[src/rtl/conv_pkg.sv]
// Shared types and helpers for the wide-to-narrow handshake converter family.
package conv_pkg;

  typedef enum logic [1:0] {
    EMPTY = 2'd0,
    SHIFT = 2'd1,
    FULL  = 2'd2
  } conv_state_e;

  localparam logic [7:0] IDLE_SYM_DEFAULT = 8'hBC;

  // Ceiling log2; callers guarantee v >= 2 so the result is at least 1.
  function automatic int unsigned clog2(input int unsigned v);
    int unsigned r;
    int unsigned x;
    r = 0;
    x = v - 1;
    while (x > 0) begin
      r = r + 1;
      x = x >> 1;
    end
    return r;
  endfunction

endpackage

[src/rtl/conv_beat_sel.sv]
// Combinational beat selector: picks slice idx_i of a wide word in the
// configured beat order. Shared with the narrow-to-wide gearbox.
module conv_beat_sel #(
  parameter int unsigned IN_W      = 32,
  parameter int unsigned OUT_W     = 8,
  parameter bit          MSB_FIRST = 1'b1,
  parameter int unsigned IDX_W     = 2
) (
  input  logic [IN_W-1:0]  sh_i,
  input  logic [IDX_W-1:0] idx_i,
  output logic [OUT_W-1:0] beat_o
);

  localparam int unsigned RATIO = IN_W / OUT_W;
  localparam int unsigned NSLOT = 1 << IDX_W;

  logic [OUT_W-1:0] slot [NSLOT];

  // Slots beyond RATIO only exist to pad the index space to a power of two.
  for (genvar g = 0; g < NSLOT; g++) begin : g_slot
    if (g < RATIO) begin : g_used
      if (MSB_FIRST) begin : g_msb
        assign slot[g] = sh_i[IN_W - 1 - g * OUT_W -: OUT_W];
      end else begin : g_lsb
        assign slot[g] = sh_i[g * OUT_W +: OUT_W];
      end
    end else begin : g_pad
      assign slot[g] = '0;
    end
  end

  assign beat_o = slot[idx_i];

endmodule

[src/rtl/conv_wide_narrow_hs.sv]
// Parallel-to-serial width converter with ready/valid on both sides and a
// one-word holding buffer. Optional macro CONV_IDLE_FILL_EN drives IDLE_SYM when idle.
module conv_wide_narrow_hs
  import conv_pkg::*;
#(
  parameter int unsigned      IN_W      = 32,
  parameter int unsigned      OUT_W     = 8,
  parameter bit               MSB_FIRST = 1'b1,
  parameter logic [OUT_W-1:0] IDLE_SYM  = OUT_W'(IDLE_SYM_DEFAULT)
) (
  input  logic             clk_4f,
  input  logic             reset,
  input  logic             flush,
  input  logic [IN_W-1:0]  data_in,
  input  logic             valid_in,
  output logic             ready_in,
  output logic [OUT_W-1:0] data_out,
  output logic             valid_out,
  input  logic             ready_out,
  output logic             last_out
);

  localparam int unsigned      RATIO    = IN_W / OUT_W;
  localparam int unsigned      IDX_W    = clog2(RATIO);
  localparam logic [IDX_W-1:0] IDX_LAST = IDX_W'(RATIO - 1);
  localparam logic [IDX_W-1:0] IDX_ONE  = IDX_W'(1);

  conv_state_e      state_q, state_d;
  logic [IN_W-1:0]  sh_q, sh_d;
  logic [IN_W-1:0]  hold_q, hold_d;
  logic [IDX_W-1:0] idx_q, idx_d;
  logic [OUT_W-1:0] beat_c;
  logic             in_fire_c;
  logic             out_fire_c;
  logic             is_last_c;

  conv_beat_sel #(
    .IN_W      (IN_W),
    .OUT_W     (OUT_W),
    .MSB_FIRST (MSB_FIRST),
    .IDX_W     (IDX_W)
  ) u_beat_sel (
    .sh_i   (sh_q),
    .idx_i  (idx_q),
    .beat_o (beat_c)
  );

  assign is_last_c  = (idx_q == IDX_LAST);
  assign in_fire_c  = valid_in & ready_in;
  assign out_fire_c = valid_out & ready_out;

  // State register; flush shares the reset path for the FSM.
  always_ff @(posedge clk_4f) begin
    if (reset || flush) begin
      state_q <= EMPTY;
    end else begin
      state_q <= state_d;
    end
  end

  // Storage registers; flush keeps the stored words but rewinds the index.
  always_ff @(posedge clk_4f) begin
    if (reset) begin
      sh_q   <= '0;
      hold_q <= '0;
      idx_q  <= '0;
    end else if (flush) begin
      idx_q  <= '0;
    end else begin
      sh_q   <= sh_d;
      hold_q <= hold_d;
      idx_q  <= idx_d;
    end
  end

  // Next-state and storage update.
  always_comb begin
    state_d = state_q;
    sh_d    = sh_q;
    hold_d  = hold_q;
    idx_d   = idx_q;
    unique case (state_q)
      EMPTY: begin
        if (in_fire_c) begin
          sh_d    = data_in;
          idx_d   = '0;
          state_d = SHIFT;
        end
      end
      SHIFT: begin
        if (out_fire_c && is_last_c) begin
          idx_d = '0;
          if (in_fire_c) begin
            sh_d = data_in;
          end else begin
            state_d = EMPTY;
          end
        end else begin
          if (out_fire_c) begin
            idx_d = idx_q + IDX_ONE;
          end
          if (in_fire_c) begin
            hold_d  = data_in;
            state_d = FULL;
          end
        end
      end
      FULL: begin
        if (out_fire_c && is_last_c) begin
          sh_d    = hold_q;
          idx_d   = '0;
          state_d = SHIFT;
        end else if (out_fire_c) begin
          idx_d = idx_q + IDX_ONE;
        end
      end
      default: begin
        state_d = EMPTY;
      end
    endcase
  end

`ifdef CONV_IDLE_FILL_EN

  // Outputs decoded from registered state.
  always_comb begin
    valid_out = (state_q != EMPTY);
    last_out  = valid_out && is_last_c;
    ready_in  = (state_q != FULL) && !reset && !flush;
    data_out  = valid_out ? beat_c : IDLE_SYM;
  end

`else

  logic [OUT_W-1:0] dout_q, dout_d;
  logic [OUT_W-1:0] unused_idle_sym;

  assign unused_idle_sym = IDLE_SYM;

  // Last emitted beat, shown while no beat is valid.
  always_comb begin
    dout_d = dout_q;
    if (out_fire_c) begin
      dout_d = beat_c;
    end
  end

  always_ff @(posedge clk_4f) begin
    if (reset) begin
      dout_q <= '0;
    end else if (!flush) begin
      dout_q <= dout_d;
    end
  end

  // Outputs decoded from registered state.
  always_comb begin
    valid_out = (state_q != EMPTY);
    last_out  = valid_out && is_last_c;
    ready_in  = (state_q != FULL) && !reset && !flush;
    data_out  = valid_out ? beat_c : dout_q;
  end

`endif

endmodule
[config.mk]
export PLATFORM = sky130hd
export DESIGN_NAME = conv_wide_narrow_hs
export DESIGN_NICKNAME = d
export VERILOG_FILES = /design/src/rtl/conv_pkg.sv /design/src/rtl/conv_beat_sel.sv /design/src/rtl/conv_wide_narrow_hs.sv
export SDC_FILE = /design/constraint.sdc
export NUM_CORES = 1
export LEC_CHECK = 0
export ABC_AREA = 1
export CAP_MARGIN = 20
export CORE_UTILIZATION = 35
export CTS_CLUSTER_DIAMETER = 120
export DETAILED_ROUTE_END_ITERATION = 10
export PLACE_DENSITY = 0.54
export SLEW_MARGIN = 20
export SYNTH_ARGS = -nofsm -noshare
export SYNTH_HDL_FRONTEND = slang
export SYNTH_SLANG_ARGS = --single-unit
[constraint.sdc]
create_clock -name clk_4f -period 2.3 [get_ports clk_4f]
set_input_delay 0.46 -clock clk_4f [delete_from_list [all_inputs] [get_ports clk_4f]]
set_output_delay 0.46 -clock clk_4f [all_outputs]
set_load 0.01 [all_outputs]
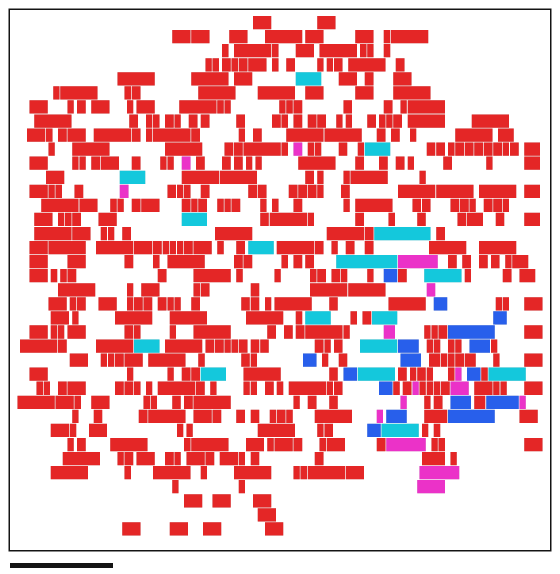
Figure 1: run 1, cell sizes after repair.
Bar = 20 µm.
- magenta: drive 2 (cells 15; most used inv_2)
- cyan: drive 6 and up (cells 16; most used clkbuf_8)
- red: drive 1 or less (cells 491; most used nor2_1)
- blue: drive 3 to 4 (cells 16; most used buf_4)
non-clock buffer total of the final layout: 60
Area growth, synth to finish: 22.9%
Worst Setup Slack, final: 0.108 ns

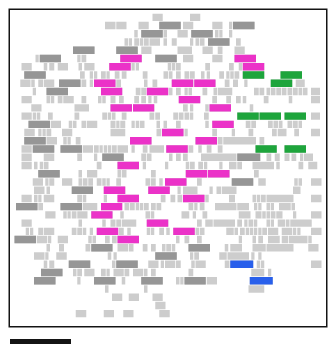
Figure 2: run 1, where the registers sit.
Bar = 20 µm. Other sequential cells in the stronger grey, the rest of the logic in the fainter grey.
- magenta: `sh_q` (placed flops 32)
- blue: `state_q` (placed flops 2)
- green: `dout_q` (placed flops 8)
- not coloured: 34
power of the sequential group: 0.00136 W
sequential share of cell area: 33.8%
area occupied by registers: 1530 µm²
share of the core filled with cells in the final layout: 44.1%

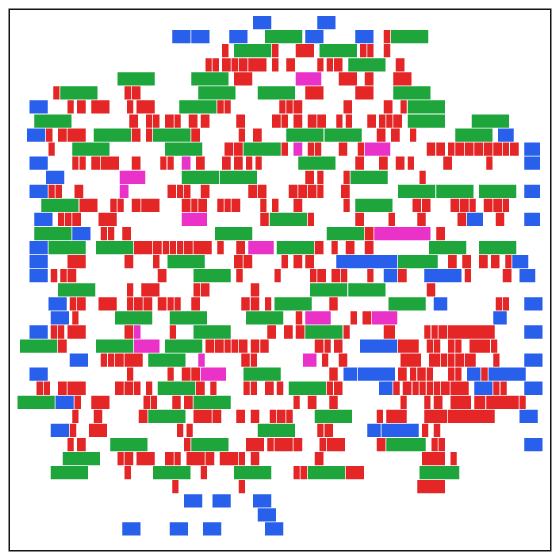
Figure 3: run 1, placement by cell class.
- blue: other buffers and delay cells (cells 60; share of their area 15%)
- green: flops (cells 76; share of their area 35%)
- magenta: clock drivers and dummy loads (cells 16; share of their area 4.2%)
- red: all other logic (cells 386; share of their area 46%)

==> deck_impl_summary.md, run 1 <==
Run Summary

Worst setup path
  • Number of buffer and inverter stages on the critical path: 2
  • Data required time at the worst endpoint: 1.84 ns
  • Capture instance of the worst register-to-register path: sh_q[23]$_SDFFE_PP0P_
  • Worst path depth: 5
  • Cell family with the largest share of critical-path delay: buffers and inverters
  • Most frequent cell on the critical path: o21ai_0

Die
  • Well-tap cell count: 136
  • Initial cell density of the core: 35.9%

Pwr
  • Power density over the cells: 590 nW/µm²
  • Worst-case vdd ir drop: 0.292 mV
  • Leakage power total: 1.77 nW

Layout
  • Multi-input logic portion of the cell area: 41.6%
  • Clock network area share: 4.07%
  • Share of post-route cells with drive strength above 1: 8.74%

Placed design
  • Worst setup slack before clock tree synthesis: -0.00905 ns
  • Half-perimeter wire length after detailed placement: 5840 µm
  • Count of input and output buffers: 47

Detailed routing
  • Via Count: 3,296
  • Residual DRC: 0
  • Highest metal layer with signal wires: met4
  • Detailed-router iteration count before antenna repair: 4
  • Remaining antenna violation count after routing: 0

Run status
  • Result of the run: complete, no violations

Global route
  • Global-route track usage on met1: 23.4%
  • GRT busiest layer: met2

Synth
  • Flops & latches, synth: 76
  • Most frequently used cell type in the post-synthesis netlist: nor2_1
  • Cell type with the highest aggregate area in the netlist: dfxtp_1
  • Net count after synthesis: 539

STA
  • Final number of hold-violating endpoints: 0
==> run 1 -> run 2 <==
--- a/config.mk
+++ b/config.mk
@@ -6,6 +6,7 @@
 export NUM_CORES = 1
 export LEC_CHECK = 0
 export ABC_AREA = 1
+export ABC_CLOCK_PERIOD_IN_PS = 2300
 export CAP_MARGIN = 20
 export CORE_UTILIZATION = 35
 export CTS_CLUSTER_DIAMETER = 120
@@ -14,4 +15,5 @@
 export SLEW_MARGIN = 20
 export SYNTH_ARGS = -nofsm -noshare
 export SYNTH_HDL_FRONTEND = slang
+export SYNTH_HIERARCHICAL = 1
 export SYNTH_SLANG_ARGS = --single-unit
==> deck_impl_summary.md, run 2 <==
Run Summary

Run status
  • Result of the run: complete, no violations

Min path
  • Count of cells along the worst hold path: 2

Die
  • Initial cell density of the core: 36.2%
  • Standard cell core area: 10,400 µm²
  • Well-tap cell count: 136

Worst setup path
  • Capture instance of the worst register-to-register path: sh_q[12]$_SDFFE_PP0P_
  • Setup crit start kind: flip-flop
  • Setup slack on the worst flop-to-flop path: 0.27 ns
  • Cell family with the largest share of critical-path delay: buffers and inverters
  • Worst path depth: 4
  • Data required time at the worst endpoint: 1.84 ns
  • Number of buffer and inverter stages on the critical path: 2

Placed design
  • Half-perimeter wire length after detailed placement: 5610 µm
  • Worst setup slack before clock tree synthesis: 0.131 ns
  • Count of input and output buffers: 47

Detailed routing
  • Wl on met1: 4140 µm
  • Via Count: 3,298
  • Highest metal layer with signal wires: met4
  • Met3 WL: 352 µm
  • Detailed-route vias per instance: 4.56
  • Residual DRC: 0
  • Remaining antenna violation count after routing: 0

Synth
  • Net count after synthesis: 585
  • Most frequently used cell type in the post-synthesis netlist: nor2_1
  • Cell type with the highest aggregate area in the netlist: dfxtp_1
  • Adder-cell share of the synthesized area: 1.67%
  • YS chip area: 3760 µm²
  • Yosys xor share: 0%

Pwr
  • Worst-case vdd ir drop: 0.293 mV
  • Proportion of power drawn by the clock network: 44.1%
  • Leakage power total: 1.94 nW
  • Power density over the cells: 644 nW/µm²

STA
  • Final number of hold-violating endpoints: 0
  • Worst Setup Slack, final: 0.140 ns
  • Post-Route Hold Slack: 0.446 ns

Layout
  • Multi-input logic portion of the cell area: 40.8%
  • Non-clock buffer total of the final layout: 59
  • Area growth, synth to finish: 22.1%
  • Share of post-route cells with drive strength above 1: 7.14%
  • Share of the core filled with cells in the final layout: 44.2%
  • # diodes: 0

Global route
  • Global-route track usage on met1: 21.5%
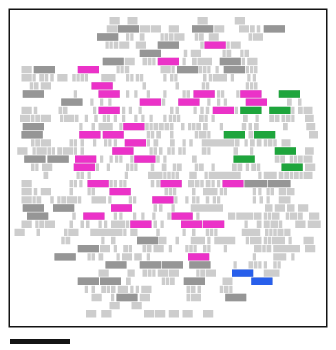
Figure 4: run 2, where the registers sit.
Bar = 20 µm. Other sequential cells in the stronger grey, the rest of the logic in the fainter grey.
area occupied by registers: 1520 µm²
power of the sequential group: 0.00137 W

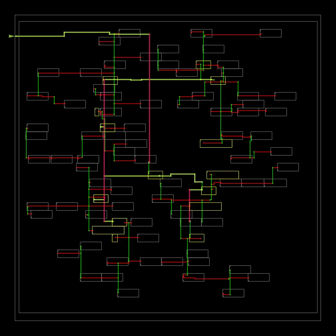
Figure 5: run 2, the clock network.
TritonCTS buffer count: 9
flop count: 76
number of clock sinks seen by CTS: 76

No activity file was given, so power comes from the tool's default toggle rates.
